File: src/rtl/hit_arbiter_pkg.sv
// Shared types and widths for the hit arbiter: FSM states, winner codes, counter widths.
package hit_arbiter_pkg;

  typedef enum logic [1:0] {
    StFight    = 2'd0,
    StFreeze   = 2'd1,
    StRoundEnd = 2'd2
  } arb_state_e;

  localparam logic [1:0] WIN_NONE = 2'b00;
  localparam logic [1:0] WIN_P1   = 2'b01;
  localparam logic [1:0] WIN_P2   = 2'b10;
  localparam logic [1:0] WIN_DRAW = 2'b11;

  localparam int unsigned STUN_W  = 8;
  localparam int unsigned SCORE_W = 4;

  function automatic logic [SCORE_W-1:0] sat_inc(input logic [SCORE_W-1:0] score,
                                                 input logic [SCORE_W-1:0] limit);
    return (score >= limit) ? limit : score + 1'b1;
  endfunction

endpackage

File: src/rtl/hit_arbiter_tracker.sv
// Per-target tracker: stun counter, blockstun flag and the opposing attacker's armed flag.
module fighter_hit_tracker
  import hit_arbiter_pkg::*;
#(
  parameter int unsigned HITSTUN_FRAMES   = 20,
  parameter int unsigned BLOCKSTUN_FRAMES = 12
) (
  input  logic clk,
  input  logic rst,
  input  logic clear,
  input  logic load_hit,
  input  logic load_block,
  input  logic dec_en,
  input  logic arm,
  input  logic disarm,
  output logic stun,
  output logic stun_blocked,
  output logic armed
);

  localparam logic [STUN_W-1:0] HitLoad   = STUN_W'(HITSTUN_FRAMES);
  localparam logic [STUN_W-1:0] BlockLoad = STUN_W'(BLOCKSTUN_FRAMES);

  logic [STUN_W-1:0] cnt_q;
  logic              blocked_q;
  logic              armed_q;

  always_ff @(posedge clk or posedge rst) begin
    if (rst) begin
      cnt_q     <= '0;
      blocked_q <= 1'b0;
      armed_q   <= 1'b1;
    end else if (clear) begin
      cnt_q     <= '0;
      blocked_q <= 1'b0;
      armed_q   <= 1'b1;
    end else begin
      if (load_hit) begin
        cnt_q     <= HitLoad;
        blocked_q <= 1'b0;
      end else if (load_block) begin
        cnt_q     <= BlockLoad;
        blocked_q <= 1'b1;
      end else if (dec_en && cnt_q != '0) begin
        cnt_q <= cnt_q - 1'b1;
      end
      // A registering connect always disarms, even if the attack flag dropped that frame.
      if (disarm) begin
        armed_q <= 1'b0;
      end else if (arm) begin
        armed_q <= 1'b1;
      end
    end
  end

  assign stun         = (cnt_q != '0);
  assign stun_blocked = blocked_q & stun;
  assign armed        = armed_q;

endmodule

File: src/rtl/hit_arbiter.sv
// Frame-rate hit referee: one connect per swing, hitstop, stun and scoring per round.
// HIT_ARBITER_TRADE_EN: same-tick double hits trade (both score) instead of clashing.
module hit_arbiter
  import hit_arbiter_pkg::*;
#(
  parameter int unsigned HITSTUN_FRAMES   = 20,
  parameter int unsigned BLOCKSTUN_FRAMES = 12,
  parameter int unsigned HITSTOP_FRAMES   = 6,
  parameter int unsigned WIN_SCORE        = 3,
  parameter int unsigned ROUND_END_FRAMES = 120
) (
  input  logic       clk,
  input  logic       rst,
  input  logic       frame_tick,
  input  logic       p1_got_hit,
  input  logic       p1_got_blocked,
  input  logic       p2_got_hit,
  input  logic       p2_got_blocked,
  input  logic       p1_attack_flag,
  input  logic       p2_attack_flag,
  output logic       p1_stun,
  output logic       p2_stun,
  output logic       p1_stun_blocked,
  output logic       p2_stun_blocked,
  output logic       freeze,
  output logic       hit_event,
  output logic [3:0] p1_score,
  output logic [3:0] p2_score,
  output logic       round_over,
  output logic [1:0] winner
);

  localparam logic [SCORE_W-1:0] WinScore    = SCORE_W'(WIN_SCORE);
  localparam logic [STUN_W-1:0]  HitstopLoad = STUN_W'(HITSTOP_FRAMES);
  localparam logic [STUN_W-1:0]  RoundLoad   = STUN_W'(ROUND_END_FRAMES);

  arb_state_e         state_q;
  logic [STUN_W-1:0]  hitstop_q;
  logic [STUN_W-1:0]  round_q;
  logic [SCORE_W-1:0] p1_score_q;
  logic [SCORE_W-1:0] p2_score_q;
  logic [1:0]         winner_q;
  logic               freeze_q;
  logic               round_over_q;
  logic               hit_event_q;

  logic armed_p1;
  logic armed_p2;
  logic in_fight;
  logic ev_on_p1;
  logic ev_on_p2;
  logic any_ev;
  logic clash;
  logic p1_load_hit;
  logic p1_load_block;
  logic p2_load_hit;
  logic p2_load_block;
  logic dec_en;
  logic round_clear;
  logic p1_won;
  logic p2_won;

  assign in_fight = (state_q == StFight);

  // ev_on_pN: an event with pN as target, i.e. from the opposing attacker.
  assign ev_on_p1 = frame_tick & in_fight & armed_p2 & (p1_got_hit | p1_got_blocked);
  assign ev_on_p2 = frame_tick & in_fight & armed_p1 & (p2_got_hit | p2_got_blocked);
  assign any_ev   = ev_on_p1 | ev_on_p2;

`ifdef HIT_ARBITER_TRADE_EN
  assign clash = 1'b0;
`else
  assign clash = ev_on_p1 & ev_on_p2 & p1_got_hit & p2_got_hit;
`endif

  assign p1_load_hit   = ev_on_p1 & p1_got_hit & ~clash;
  assign p1_load_block = ev_on_p1 & ~p1_load_hit;
  assign p2_load_hit   = ev_on_p2 & p2_got_hit & ~clash;
  assign p2_load_block = ev_on_p2 & ~p2_load_hit;

  assign dec_en      = frame_tick & in_fight & ~any_ev;
  assign round_clear = frame_tick & (state_q == StRoundEnd) & (round_q <= 8'd1);
  assign p1_won      = (p1_score_q == WinScore);
  assign p2_won      = (p2_score_q == WinScore);

  fighter_hit_tracker #(
    .HITSTUN_FRAMES  (HITSTUN_FRAMES),
    .BLOCKSTUN_FRAMES(BLOCKSTUN_FRAMES)
  ) u_p1_target (
    .clk         (clk),
    .rst         (rst),
    .clear       (round_clear),
    .load_hit    (p1_load_hit),
    .load_block  (p1_load_block),
    .dec_en      (dec_en),
    .arm         (frame_tick & ~p2_attack_flag),
    .disarm      (ev_on_p1),
    .stun        (p1_stun),
    .stun_blocked(p1_stun_blocked),
    .armed       (armed_p2)
  );

  fighter_hit_tracker #(
    .HITSTUN_FRAMES  (HITSTUN_FRAMES),
    .BLOCKSTUN_FRAMES(BLOCKSTUN_FRAMES)
  ) u_p2_target (
    .clk         (clk),
    .rst         (rst),
    .clear       (round_clear),
    .load_hit    (p2_load_hit),
    .load_block  (p2_load_block),
    .dec_en      (dec_en),
    .arm         (frame_tick & ~p1_attack_flag),
    .disarm      (ev_on_p2),
    .stun        (p2_stun),
    .stun_blocked(p2_stun_blocked),
    .armed       (armed_p1)
  );

  always_ff @(posedge clk or posedge rst) begin
    if (rst) begin
      state_q      <= StFight;
      hitstop_q    <= '0;
      round_q      <= '0;
      p1_score_q   <= '0;
      p2_score_q   <= '0;
      winner_q     <= WIN_NONE;
      freeze_q     <= 1'b0;
      round_over_q <= 1'b0;
      hit_event_q  <= 1'b0;
    end else begin
      // Pulse is one clk wide, so it updates every cycle rather than per frame.
      hit_event_q <= any_ev;
      if (frame_tick) begin
        unique case (state_q)
          StFight: begin
            if (any_ev) begin
              hitstop_q <= HitstopLoad;
              freeze_q  <= 1'b1;
              state_q   <= StFreeze;
              if (p1_load_hit) p2_score_q <= sat_inc(p2_score_q, WinScore);
              if (p2_load_hit) p1_score_q <= sat_inc(p1_score_q, WinScore);
            end
          end
          StFreeze: begin
            if (hitstop_q <= 8'd1) begin
              hitstop_q <= '0;
              freeze_q  <= 1'b0;
              if (p1_won || p2_won) begin
                state_q      <= StRoundEnd;
                round_over_q <= 1'b1;
                round_q      <= RoundLoad;
                // Bit order matches the winner codes, so both set yields WIN_DRAW.
                winner_q     <= {p2_won, p1_won};
              end else begin
                state_q <= StFight;
              end
            end else begin
              hitstop_q <= hitstop_q - 1'b1;
            end
          end
          StRoundEnd: begin
            if (round_q <= 8'd1) begin
              round_q      <= '0;
              round_over_q <= 1'b0;
              winner_q     <= WIN_NONE;
              p1_score_q   <= '0;
              p2_score_q   <= '0;
              state_q      <= StFight;
            end else begin
              round_q <= round_q - 1'b1;
            end
          end
          default: state_q <= StFight;
        endcase
      end
    end
  end

  assign freeze     = freeze_q;
  assign hit_event  = hit_event_q;
  assign p1_score   = p1_score_q;
  assign p2_score   = p2_score_q;
  assign round_over = round_over_q;
  assign winner     = winner_q;

endmodule

File: config.mk
export PLATFORM = sky130hd
export DESIGN_NAME = hit_arbiter
export DESIGN_NICKNAME = d
export VERILOG_FILES = /design/src/rtl/hit_arbiter_pkg.sv /design/src/rtl/hit_arbiter_tracker.sv /design/src/rtl/hit_arbiter.sv
export SDC_FILE = /design/constraint.sdc
export NUM_CORES = 1
export LEC_CHECK = 0
export CAP_MARGIN = 30
export CORE_AREA = 2 2 71 73
export DETAILED_ROUTE_END_ITERATION = 7
export DIE_AREA = 0 0 73 75
export MAX_ROUTING_LAYER = met4
export PLACE_DENSITY_LB_ADDON = 0.05
export SYNTH_ARGS = -nofsm -noshare
export SYNTH_HDL_FRONTEND = slang
export SYNTH_SLANG_ARGS = --single-unit
File: constraint.sdc
create_clock -name clk -period 6.2 [get_ports clk]
set_input_delay 0.62 -clock clk [delete_from_list [all_inputs] [get_ports clk]]
set_output_delay 0.62 -clock clk [all_outputs]
set_load 0.1 [all_outputs]
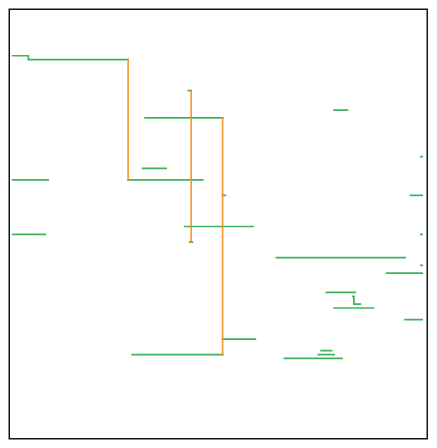
run_1/metal_stack.png
Two of the layers only.
legend:
  orange:
    layer: met4
    wire_length: 89.1 microns
  green:
    layer: met3
    wire_length: 164 microns

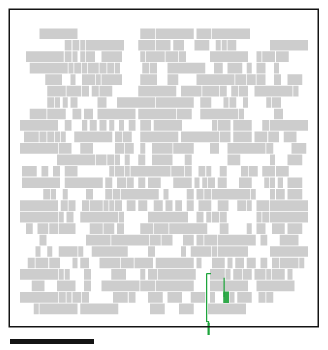
run_1/port_nets.png
Bar = 20 microns.
legend:
  green:
    port: rst
    bits: 1
    direction: input
    edge: bottom
    end_cells: 1
    buffers: 1
    wire: 17.9 microns
Top-Level Pins: 26
number of port buffers: 25

==> results_slide.txt, run 1 <==
Implementation Results

Status
  – Status: finished clean

Clocking
  – Clk buf depth: 2
  – # H-tree levels: 2
  – Cts hold-fix bufs: 0
  – CTS buffer count: 5
  – Root Driver: clkbuf_8

Final timing
  – Unrepaired setup endpoints after global routing: no
  – Max_slew headroom: 32.9%
  – Final hold violation count: 0
  – Setup slack after layout: 2.85 ns
  – TNS Setup: 0 ns

Pwr
  – Seq power: 538 uW
  – Combinational group share of total power: 48.9%
  – Power share of the clock group: 14.5%
  – Sw frac: 47.4%
  – Seq pwr share: 36.7%

Global route
  – Top Usage Layer GRT: met2

Logic synthesis
  – Floorplan Nets: 326
  – EDFF count, synth: 0
  – Seq share, synth: 45.1%
  – Post-synthesis area per instance: 9.24 sq um
  – Post-synth top cells: 49 x dfrtp_1, 39 x o21ai_0, 29 x nor2_1, 23 x nand2_1, 20 x inv_1
  – Synth cell types: 54

Setup path
  – Worst Path Max Fanout: 5
  – Arrival @ worst endpoint: 2.73 ns
  – R2R cell count: 5
  – Slowest-stage cell, CP: clkdlybuf4s50_1
  – Critical path endpoint category: primary output

Layout
  – Seq/total area: 39.4%
  – Non-Clock Inverter Count: 20
  – Clkbuf count: 7
  – Sequential cell area: 1280 sq um
  – Top cell category: multi-input combinational cells
  – Top Layout Cells: 49 x dfrtp_1, 39 x o21ai_0, 29 x nor2_1, 25 x clkdlybuf4s50_1, 23 x nand2_1
  – NonClk Buf Share: 8.34%

Floorplanning
  – Fp_density: 60.8%

Drt
  – Routed len/inst: 15.7 microns
  – Vias/cell: 5.99
  – Uppermost layer routed: met4

Placement
  – Dpl cell area: 3140 sq um
  – Inst Count DP: 379

Run
  – Tool warnings: 30
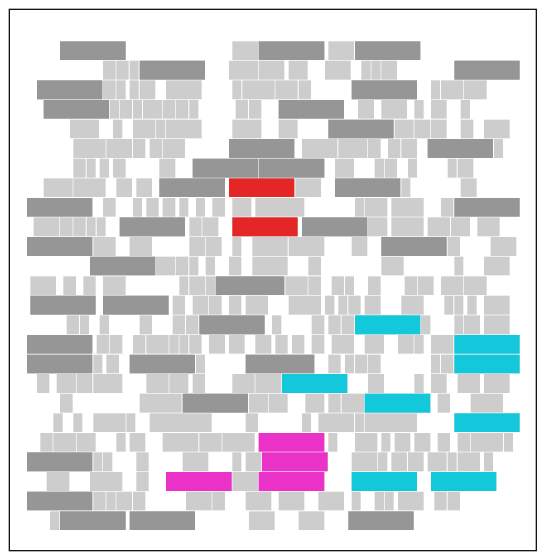
run_1/registers.png
Other sequential cells in the stronger grey, the rest of the logic in the fainter grey.
legend:
  cyan:
    netlist_name: u_p1_target.cnt_q
    placed_flops: 8
  red:
    netlist_name: state_q
    placed_flops: 2
  magenta:
    netlist_name: p2_score
    placed_flops: 4
    where: bottom centre

run 1: cell families (layout without fill, tap and decap cells):
kind of cell,after synthesis,count (layout),synth area share [%]
compound gates,84,84,17.7
buf+inv,28,54,3.88
simple gates,121,121,24.3
mux,6,6,2.47
xor+xnor,7,7,2.16
flops,51,51,45.1
fa+ha+maj,10,10,4.41
run 1: state kept, by name, summed over array words and instances, names as in the netlist, 2 cells and up:
| register | flops |
|---|---|
| hitstop_q | 8 |
| p1_score | 4 |
| p2_score | 4 |
| winner | 2 |
| u_p2_target.cnt_q | 8 |
| round_q | 8 |
| u_p1_target.cnt_q | 8 |
| state_q | 2 |
run 1: worst register-to-register path, stage by stage (launching register included):
cell	delay (ns)
dfrtp_1	0.46
or4_4	0.55
nor3_4	0.37
mux2i_2	0.16
nor3b_4	0.32
mux2_2	0.38
==> run 2, diff against run 1 <==
CORE_AREA = 2 2 74 76   (was 2 2 71 73)
DIE_AREA = 0 0 76 78   (was 0 0 73 75)
clock period = 3.4 ns   (was 6.2 ns; I/O delays follow)
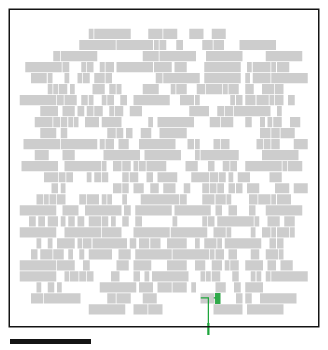
run_2/port_nets.png
Bar = 20 microns.
legend:
  green:
    port: rst
    bits: 1
    direction: input
    edge: bottom
    end_cells: 1
    buffers: 1
    wire: 8.90 microns

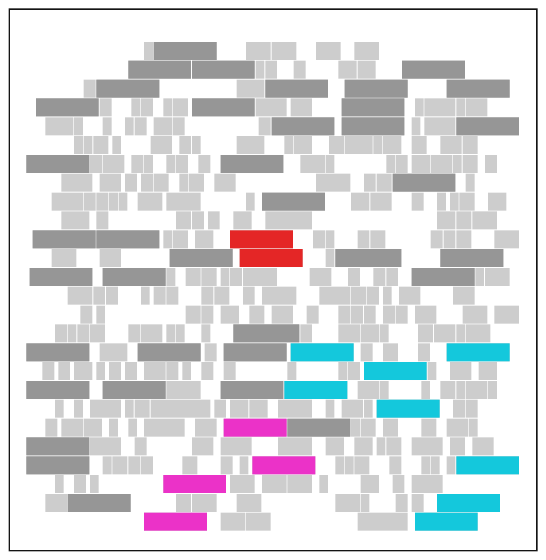
run_2/registers.png
Other sequential cells in the stronger grey, the rest of the logic in the fainter grey.
legend:
  cyan:
    netlist_name: u_p1_target.cnt_q
    placed_flops: 8
  magenta:
    netlist_name: p2_score
    placed_flops: 4
    where: bottom centre
  red:
    netlist_name: state_q
    placed_flops: 2
Seq power: 981 uW
post-layout util: 64.4%

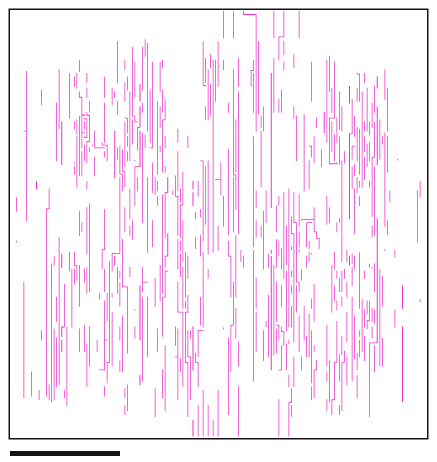
run_2/met2.png
Bar = 20 microns.
longest straight run: 35.0 microns
share of all routed wire: 47%
main direction: vertical
wire length on this layer: 2810 microns
nets with wire on the layer: 284

==> run 2 against run 1 <==
Effect of this change: synthesized cell count stayed put; clock power is 69% higher; routed wire length is 1.5% lower.
==> results_slide.txt, run 2 <==
Implementation Results

Clocking
  – CTS buffer count: 5 (unchanged)
  – CTS resizes: 0
  – CTS tree: built
  – Clk buf depth: 2 (unchanged)
  – Root Driver: clkbuf_8
  – Cts hold-fix bufs: 0 (unchanged)
  – # H-tree levels: 2 (unchanged)

Global route
  – Global-route track usage on met1: 28.6%
  – GRT met3 Usage: 3.49%
  – Top Usage Layer GRT: met2

Final timing
  – Unrepaired setup endpoints after global routing: no
  – TNS Setup: 0 ns (unchanged)
  – Worst Skew: 0.00961 ns
  – Final hold violation count: 0 (unchanged)

Logic synthesis
  – Post-synth top cells: 49 x dfrtp_1, 39 x o21ai_0, 29 x nor2_1, 23 x nand2_1, 20 x inv_1
  – Seq share, synth: 45.1% (unchanged)
  – Post-synthesis area per instance: 9.24 sq um (unchanged)
  – Cell area after synthesis: 2840 sq um
  – Synth cell types: 54 (unchanged)

Setup path
  – Worst Path Max Fanout: 10 (+5)
  – Arrival @ worst endpoint: 2.56 ns (-0.17 ns)
  – Slowest-stage cell, CP: or4_4
  – Critical path endpoint category: flop

Drt
  – Routed len/inst: 14.8 microns (-5.7%)
  – Uppermost layer routed: met4
  – Vias/cell: 5.59 (-6.6%)

Layout
  – Top Layout Cells: 49 x dfrtp_1, 39 x o21ai_0, 29 x nor2_1, 23 x nand2_1, 21 x clkdlybuf4s50_1
  – Sequential cell area: 1280 sq um (unchanged)

Status
  – Status: finished clean

Floorplanning
  – Top-Level Pins: 26 (unchanged)
  – Fp_density: 56.2% (-4.6 points)

Run
  – Tool warnings: 30 (unchanged)

Placement
  – Number of port buffers: 25 (unchanged)
  – Dpl cell area: 3160 sq um (+0.56%)
-- run 2: cells by family after synthesis --
kind of cell,after synthesis,synth area share [%]
AND/OR/NAND/NOR,121,24.3
AND-OR/OR-AND,84,17.7
flip-flops,51,45.1
buffers and inverters,28,3.88
adder cells (fa/ha/maj),10,4.41
XOR/XNOR,7,2.16
multiplexers,6,2.47
-- run 2: layout make-up --
cell class / count / area share [%]
inverters: 20 / 2.31
repair buffers: 27 / 8.25
clock buffers: 7 / 2.66
multi-input cells: 228 / 44.5
flip-flops and latches: 51 / 39.4
clock inverters: 1 / 0.154
well taps: 70 / 2.70
-- run 2: power breakdown --
part           internal (uW)  switching [uW]
clock                    165             194
combinational            430             882
sequential               793             189
total                   1390            1270
==> run 3, diff against run 2 <==
clock period = 2.4 ns   (was 3.4 ns; I/O delays follow)
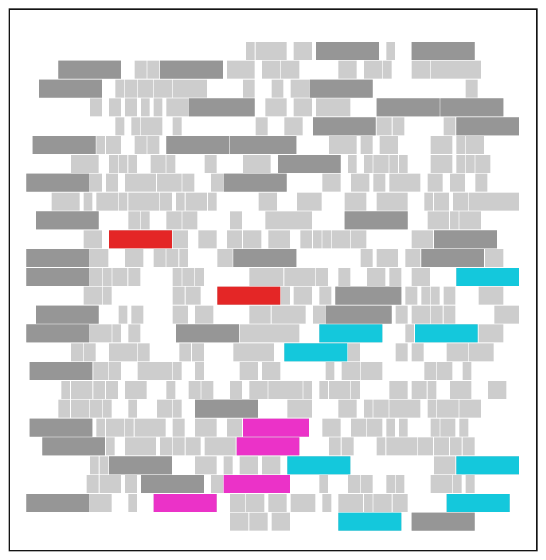
run_3/registers.png
Other sequential cells in the stronger grey, the rest of the logic in the fainter grey.
legend:
  cyan:
    netlist_name: u_p1_target.cnt_q
    placed_flops: 8
  magenta:
    netlist_name: p2_score
    placed_flops: 4
    where: bottom centre
  red:
    netlist_name: state_q
    placed_flops: 2

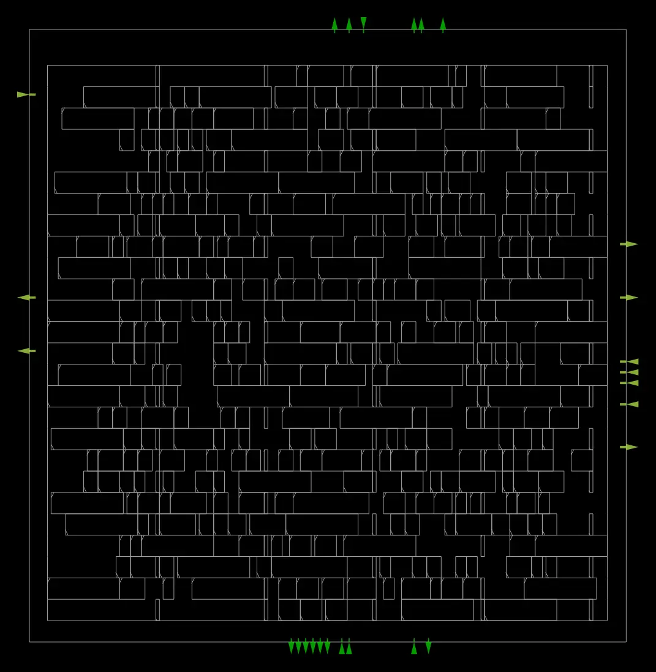
run_3/final_placement.png
row count: 26
Layout Cells excl Fill: 416
Seq/total area: 38.8%
tap cells: 70

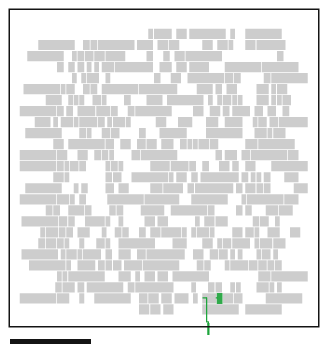
run_3/port_nets.png
Bar = 20 microns.
legend:
  green:
    port: rst
    bits: 1
    direction: input
    edge: bottom
    end_cells: 1
    buffers: 1
    wire: 8.50 microns

==> run 3 against run 2 <==
Effect of this change: flip-flop count unchanged; non-clock buffer count increased by 12; cell count increased by 3.0%; clock-buffer cell count increased by 1; critical path depth increased by 2; die size unchanged; clock power increased by 34%; critical endpoint is now p2_stun_blocked.
==> results_slide.txt, run 3 <==
Implementation Results

Pwr
  – Power share of the clock group: 12.6% (-0.9 points)
  – Sw frac: 47.4% (-0.33 points)
  – Seq pwr share: 36.8% (-0.2 points)
  – Int Pwr: 2000 uW (+44%)
  – Sw Pwr: 1800 uW (+42%)
  – Combinational group share of total power: 50.6% (+1.1 points)

Final timing
  – Unrepaired setup endpoints after global routing: no
  – Final hold violation count: 0 (unchanged)
  – Crit path time final: 2.12 ns

Status
  – Status: finished clean

Logic synthesis
  – Seq share, synth: 45.1% (unchanged)
  – Post-synthesis area per instance: 9.24 sq um (unchanged)
  – Synth logic family: simple AND/OR/NAND/NOR gates
  – Synth Area in XOR/XNOR: 2.16% (unchanged)
  – Synth Area in Adders: 4.41% (unchanged)
  – Ao+oa area frac: 17.7% (unchanged)
  – Post-synth top cells: 49 x dfrtp_1, 39 x o21ai_0, 29 x nor2_1, 23 x nand2_1, 20 x inv_1
  – Synth mux share: 2.47% (unchanged)
  – Synth cell types: 54 (unchanged)
  – Cell area after synthesis: 2840 sq um (unchanged)
  – Ys cells: 307

Setup path
  – Top cell by count, worst path: inv_1
  – Arrival @ worst endpoint: 1.88 ns (-0.68 ns)
  – Critical path endpoint category: primary output

Clocking
  – Cts hold-fix bufs: 0 (unchanged)
  – CTS buffer count: 5 (unchanged)
  – Clk buf depth: 2 (unchanged)
  – # H-tree levels: 2 (unchanged)
  – CTS tree: built

Placement
  – Number of port buffers: 25 (unchanged)
  – Dpl cell area: 3230 sq um (+2.4%)

Layout
  – Non-Clock Inverter Count: 20 (unchanged)
  – Comb/total area: 43.7% (-0.84 points)
  – Top cell category: multi-input combinational cells
  – NonClk Buf Share: 10.2% (+2.0 points)
  – Antenna Cells: 0
  – Top Layout Cells: 45 x dfrtp_1, 39 x o21ai_0, 29 x nor2_1, 29 x buf_4, 23 x nand2_1
  – Post-layout util: 65.7% (+1.3 points)
  – Clkbuf count: 8 (+1)
  – Registers: 51 (unchanged)
  – Clock-cell share: 2.42% (-0.40 points)
  – Comb_multi_in: 228 (unchanged)

Drt
  – Routed len/inst: 14.5 microns (-1.6%)

Floorplanning
  – Top-Level Pins: 26 (unchanged)
  – Die Y: 78 microns

Run
  – Tool warnings: 31 (+3.3%)
run 3: cell count changes in the layout (fill, tap and decap cells not counted), sizes merged:
cell / change
clkbuf: +1
buf: +25
clkdlybuf4s50: -13
clkinv: -1
run 3: routing by layer:
metal,track usage [%],vias to the layer above,share of wire (%)
met3,4.19,8,2.8
met4,7.09,0,1.4
li1,-,1184,-
met1,27.6,1159,47
met2,37.3,44,49
met5,-,-,0
run 3: worst reg2reg max path, delay by kind of cell, from the launching register on:
family	cells	cell delay [ns]
compound gates	4	0.66
simple gates	1	0.49
flops	1	0.40
fa+ha+maj	1	0.20
buf+inv	1	0.18
run 3: power by group through the flow:
stage	registers, uW	logic [uW]	clock network (uW)
floorplan	1760	1080	0
global placement	1410	1910	0
global route	1440	2100	521
CTS	1400	1930	495
detailed placement	1410	1930	0
finish	1400	1930	480
No activity file was given, so power comes from the tool's default toggle rates.
